### config.mk
export PLATFORM = sky130hd
export DESIGN_NAME = elevator_controller
export DESIGN_NICKNAME = d
export VERILOG_FILES = /design/src/rtl/elevator_controller.sv
export SDC_FILE = /design/constraint.sdc
export NUM_CORES = 1
export LEC_CHECK = 0
export ABC_AREA = 1
export ABC_CLOCK_PERIOD_IN_PS = 6400
export CAP_MARGIN = 20
export CORE_AREA = 2 2 115 117
export CTS_BUF_LIST = sky130_fd_sc_hd__clkbuf_8
export CTS_CLUSTER_DIAMETER = 120
export DETAILED_ROUTE_END_ITERATION = 12
export DIE_AREA = 0 0 117 119
export GPL_TIMING_DRIVEN = 1
export PLACE_DENSITY = 0.52
export SETUP_SLACK_MARGIN = 0.02
export SKIP_CTS_REPAIR_TIMING = 1
export SLEW_MARGIN = 20
export SYNTH_ARGS = -nofsm -noshare
export SYNTH_HDL_FRONTEND = slang
export SYNTH_SLANG_ARGS = --single-unit
### constraint.sdc
create_clock -name clk -period 6.4 [get_ports clk]
set_input_delay 1.28 -clock clk [delete_from_list [all_inputs] [get_ports clk]]
set_output_delay 1.28 -clock clk [all_outputs]
set_load 0.01 [all_outputs]
### src/rtl/elevator_controller.sv
// Six-floor elevator car controller.
// Latches car and hall calls, sweeps up/down collectively, and steps the car
// one floor per FLOOR_TICKS cycles, holding the door for DOOR_TICKS cycles.
// onow is the binary floor (1..6); ostate is the one-hot FSM state register.
module elevator_controller #(
   parameter int FLOOR_TICKS = 8,
   parameter int DOOR_TICKS  = 8
) (
   input  logic       clk,
   input  logic       rst,
   input  logic [5:0] input_in,
   input  logic [9:0] input_out,
   output logic [2:0] onow,
   output logic [3:0] ostate
);

   // State encodings double as the one-hot display code, so ostate is the register itself.
   typedef enum logic [3:0] {
      S_IDLE = 4'b0001,
      S_UP   = 4'b0010,
      S_DOWN = 4'b0100,
      S_OPEN = 4'b1000
   } state_t;

   localparam logic [15:0] FLOOR_LAST = 16'(FLOOR_TICKS - 1);
   localparam logic [15:0] DOOR_LAST  = 16'(DOOR_TICKS - 1);

   state_t      state;
   logic [5:0]  car;        // bit i = floor i+1
   logic [4:0]  up;         // bit i = UP call at floor i+1
   logic [4:0]  dn;         // bit i = DOWN call at floor i+2
   logic        dir_up;     // last direction of motion
   logic [15:0] travel_cnt;
   logic [15:0] door_cnt;

   // Floor-aligned views: bit i of each vector refers to floor i+1.
   logic [5:0] up6, dn6, req;
   logic [2:0] idx, nidx;
   logic [5:0] cur_oh, nxt_oh;
   logic       here, above, below;
   logic       stop_up, stop_dn;
   logic [5:0] clr_car, clr_up6, clr_dn6;

   assign up6 = {1'b0, up};
   assign dn6 = {dn, 1'b0};
   assign req = car | up6 | dn6;
   assign ostate = state;

   function automatic logic any_above(input logic [5:0] r, input logic [2:0] i);
      logic hit;
      hit = 1'b0;
      for (int k = 0; k < 6; k++)
         if (k > int'(i) && r[k]) hit = 1'b1;
      return hit;
   endfunction

   function automatic logic any_below(input logic [5:0] r, input logic [2:0] i);
      logic hit;
      hit = 1'b0;
      for (int k = 0; k < 6; k++)
         if (k < int'(i) && r[k]) hit = 1'b1;
      return hit;
   endfunction

   // Request summary around the current floor and stop test for the floor being entered.
   always_comb begin
      idx     = onow - 3'd1;
      nidx    = (state == S_DOWN) ? idx - 3'd1 : idx + 3'd1;
      cur_oh  = 6'b000001 << idx;
      nxt_oh  = 6'b000001 << nidx;
      here    = |(req & cur_oh);
      above   = any_above(req, idx);
      below   = any_below(req, idx);
      stop_up = (|(car & nxt_oh)) || (|(up6 & nxt_oh)) || !any_above(req, nidx) || (nidx == 3'd5);
      stop_dn = (|(car & nxt_oh)) || (|(dn6 & nxt_oh)) || !any_below(req, nidx) || (nidx == 3'd0);
   end

   // Calls served at the current floor; clearing has priority over a new press.
   always_comb begin
      clr_car = 6'b0;
      clr_up6 = 6'b0;
      clr_dn6 = 6'b0;
      if (state == S_OPEN) begin
         clr_car = cur_oh;
         if (dir_up) begin
            clr_up6 = cur_oh;
            if (!above) clr_dn6 = cur_oh;
         end else begin
            clr_dn6 = cur_oh;
            if (!below) clr_up6 = cur_oh;
         end
      end else if (state == S_IDLE && here) begin
         clr_car = cur_oh;
         clr_up6 = cur_oh;
         clr_dn6 = cur_oh;
      end
   end

   // Pending-call registers, floor position, timers and the sweep FSM.
   always_ff @(posedge clk) begin
      if (rst) begin
         state      <= S_IDLE;
         onow       <= 3'd1;
         car        <= 6'b0;
         up         <= 5'b0;
         dn         <= 5'b0;
         dir_up     <= 1'b1;
         travel_cnt <= 16'd0;
         door_cnt   <= 16'd0;
      end else begin
         car <= (car | input_in)       & ~clr_car;
         up  <= (up  | input_out[4:0]) & ~clr_up6[4:0];
         dn  <= (dn  | input_out[9:5]) & ~clr_dn6[5:1];
         case (state)
            S_IDLE: begin
               travel_cnt <= 16'd0;
               door_cnt   <= 16'd0;
               if (here) begin
                  state <= S_OPEN;
               end else if (above) begin
                  state  <= S_UP;
                  dir_up <= 1'b1;
               end else if (below) begin
                  state  <= S_DOWN;
                  dir_up <= 1'b0;
               end
            end
            S_UP: begin
               if (onow == 3'd6) begin
                  state    <= S_OPEN;
                  door_cnt <= 16'd0;
               end else if (travel_cnt == FLOOR_LAST) begin
                  onow       <= onow + 3'd1;
                  travel_cnt <= 16'd0;
                  if (stop_up) begin
                     state    <= S_OPEN;
                     door_cnt <= 16'd0;
                  end
               end else begin
                  travel_cnt <= travel_cnt + 16'd1;
               end
            end
            S_DOWN: begin
               if (onow == 3'd1) begin
                  state    <= S_OPEN;
                  door_cnt <= 16'd0;
               end else if (travel_cnt == FLOOR_LAST) begin
                  onow       <= onow - 3'd1;
                  travel_cnt <= 16'd0;
                  if (stop_dn) begin
                     state    <= S_OPEN;
                     door_cnt <= 16'd0;
                  end
               end else begin
                  travel_cnt <= travel_cnt + 16'd1;
               end
            end
            S_OPEN: begin
               travel_cnt <= 16'd0;
               if (door_cnt == DOOR_LAST) begin
                  door_cnt <= 16'd0;
                  if (dir_up) begin
                     if (above) begin
                        state <= S_UP;
                     end else if (below) begin
                        state  <= S_DOWN;
                        dir_up <= 1'b0;
                     end else begin
                        state <= S_IDLE;
                     end
                  end else begin
                     if (below) begin
                        state <= S_DOWN;
                     end else if (above) begin
                        state  <= S_UP;
                        dir_up <= 1'b1;
                     end else begin
                        state <= S_IDLE;
                     end
                  end
               end else begin
                  door_cnt <= door_cnt + 16'd1;
               end
            end
            default: state <= S_IDLE;
         endcase
      end
   end

endmodule

### Gate families picked out

Scale: 4 px per um.
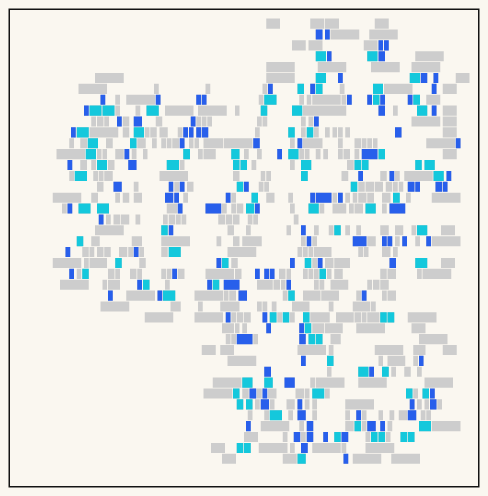
Key: blue = NOR gates [cells 123, where spread over the die]; cyan = inverting AOI/OAI gates [cells 93, where spread over the die]

### Clock nets

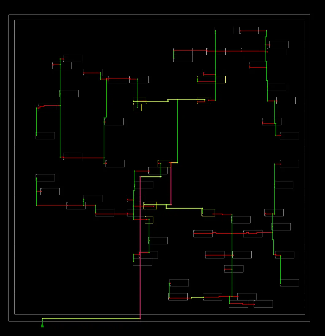
FFs & Latches: 56
Insertion Delay late pin: 320 ps

### Port wiring

Scale: 3 px per um.
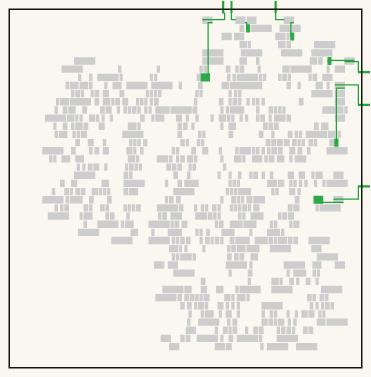
Key: green = input_in [bits 6, direction input, edge 3 top, 3 right, end cells 6, wire 122 um]
Port Buffers: 24
I/O pins: 25

==> flow_summary.ini <==
; yosys + openroad results
[cells_and_area]
final_common_cell = nand2_1
largest_cell_class = multi-input combinational cells
logic_area_um2 = 2220
fillerInstances = 1427
layout_top_cells = nand2_1 (116), nor2_1 (87), inv_1 (67)
layout.cells.non_filler = 770

[run_status]
status = complete, no violations

[worst_setup_path]
worstReg2RegStart = onow[0]
reg2reg_to = door_cnt[7]
cp-start-kind = flip-flop
critPathMaxFanout = 35
crit_end = door_cnt[7]

[power_and_ir_drop]
power.density_nw_per_um2 = 348
max-vdd-ir-drop_uv = 144

[yosys]
async_flop_share_pct = 0
yosys_warnings = 0
synth_nets = 604
synthSimpleGateAreaFrac_pct = 39.6
edf_count = 0
fa_ha_area_share_pct = 3.36

[final_timing]
hold_violations = 0
totalNegativeSetupSlack_ps = 0
rsz0062_at_grt = false
worst_pin_slew_ps = 779
finClkSkew_ps = 14.8

[route]
viasPerCell = 4.89
firstDrtPassIters = 4
routed_wirelength_um = 10200
drt-met1-wl_um = 4680
dr.first_iter.drc_count = 210
vias = 3768

[global_route]
grt_use_total_pct = 14.9
grt_pass1_wl_um = 16800
use_met1_pct = 18.5
overflow = 0

[clock_tree]
ctsRootBufferMaster = clkbuf_8
cts_made_buffers = 5
cts.clk_slew.worst_paths_ps = 110

[placed_design]
dp.cells = 762
hpwl_um = 7610

[hold_path]
worstHoldPathCells = 2
### Register map, names as in the netlist

Scale: 3 px per um. Other sequential cells in the stronger gray, the rest of the logic in the fainter gray.
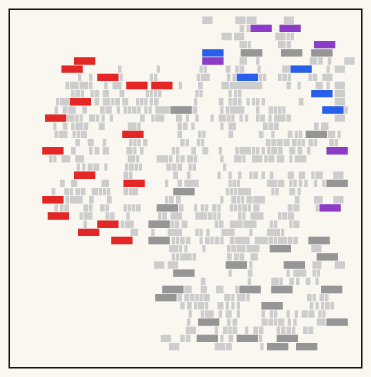
Key: red = door_cnt [sequential cells 16]; blue = up [sequential cells 5, where top right]; purple = car [sequential cells 6]
Final Util: 32.7%
register area: 1120 um^2

### Local utilization

Scale: 2 px per um. The die is cut into 12 by 12 equal tiles; dark purple is low, yellow is high, 0 to 100% covered.
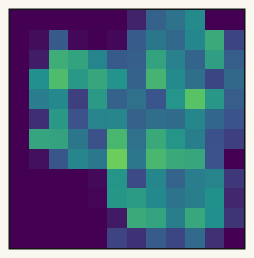
The emptiest ninth of the die: bottom left. The fullest tile reaches 77%. The densest ninth of the die: middle. 0.70% of the tiles are over 75% full. The mean over all tiles is 29%. 26% of the tiles are nearly empty.
Initial Util: 28.9%
core area: 12900 um^2

-- synth_stat cells, types with 2 or more instances --
library cell / instances
nand2_1: 116
nor2_1: 87
inv_1: 67
dfxtp_1: 56
nand3_1: 51
o21ai_0: 28
a21oi_1: 23
nor3_1: 19
nand4_1: 14
a211oi_1: 10
a21oi_2: 10
ha_1: 10
nand2_2: 8
nor4_1: 8
inv_2: 6
nor2_4: 6
o211ai_1: 6
clkbuf_1: 5
buf_6: 4
o21bai_1: 4
xor2_1: 4
a221oi_1: 3
a31oi_1: 3
and3_1: 3
buf_2: 3
buf_4: 3
nand3b_1: 3
o21ai_1: 3
nand2_4: 2
o2111ai_1: 2
or2_2: 2
-- where the power goes --
group	total [W]	switching, W	internal, W
sequential	0.000522	0.0000968	0.000425
combinational	0.000695	0.000435	0.000261
clock	0.000244	0.000126	0.000118
total	0.00146	0.000657	0.000804
-- registers in the layout, indices dropped and copies added, names as in the netlist --
name and count:
dir_up 1, car 6, onow 3, door_cnt 16, dn 5, ostate 4, travel_cnt 16, up 5
-- through the flow --
stage,power (W),setup slack [ps],hold slack (ps),cell area (um^2)
after floorplan,0.00109,3220,455,3720
after global placement,0.00122,2210,475,4090
after detailed placement,0.00123,2060,483,4090
after CTS,0.00148,2010,503,4200
after global routing,0.00160,1520,524,4200
final,0.00146,2010,500,4200
-- worst max-delay path, stage by stage (launching register included) --
cell and delay [ps]:
dfxtp_1 740, clkinv_1 450, ha_1 380, ha_1 450, inv_2 90, ha_1 270, inv_1 60, nand2_2 60
nand2_4 170, nand3_1 120, nand2_1 80, nand2_1 50, nand2_1 80, nand3_1 80, nand3_1 110, nand2_1 70
nand2_2 550, nand2_1 230, nand2_1 120, nand2_1 50, nor2_1 90
Power and IR drop assume default switching activity.
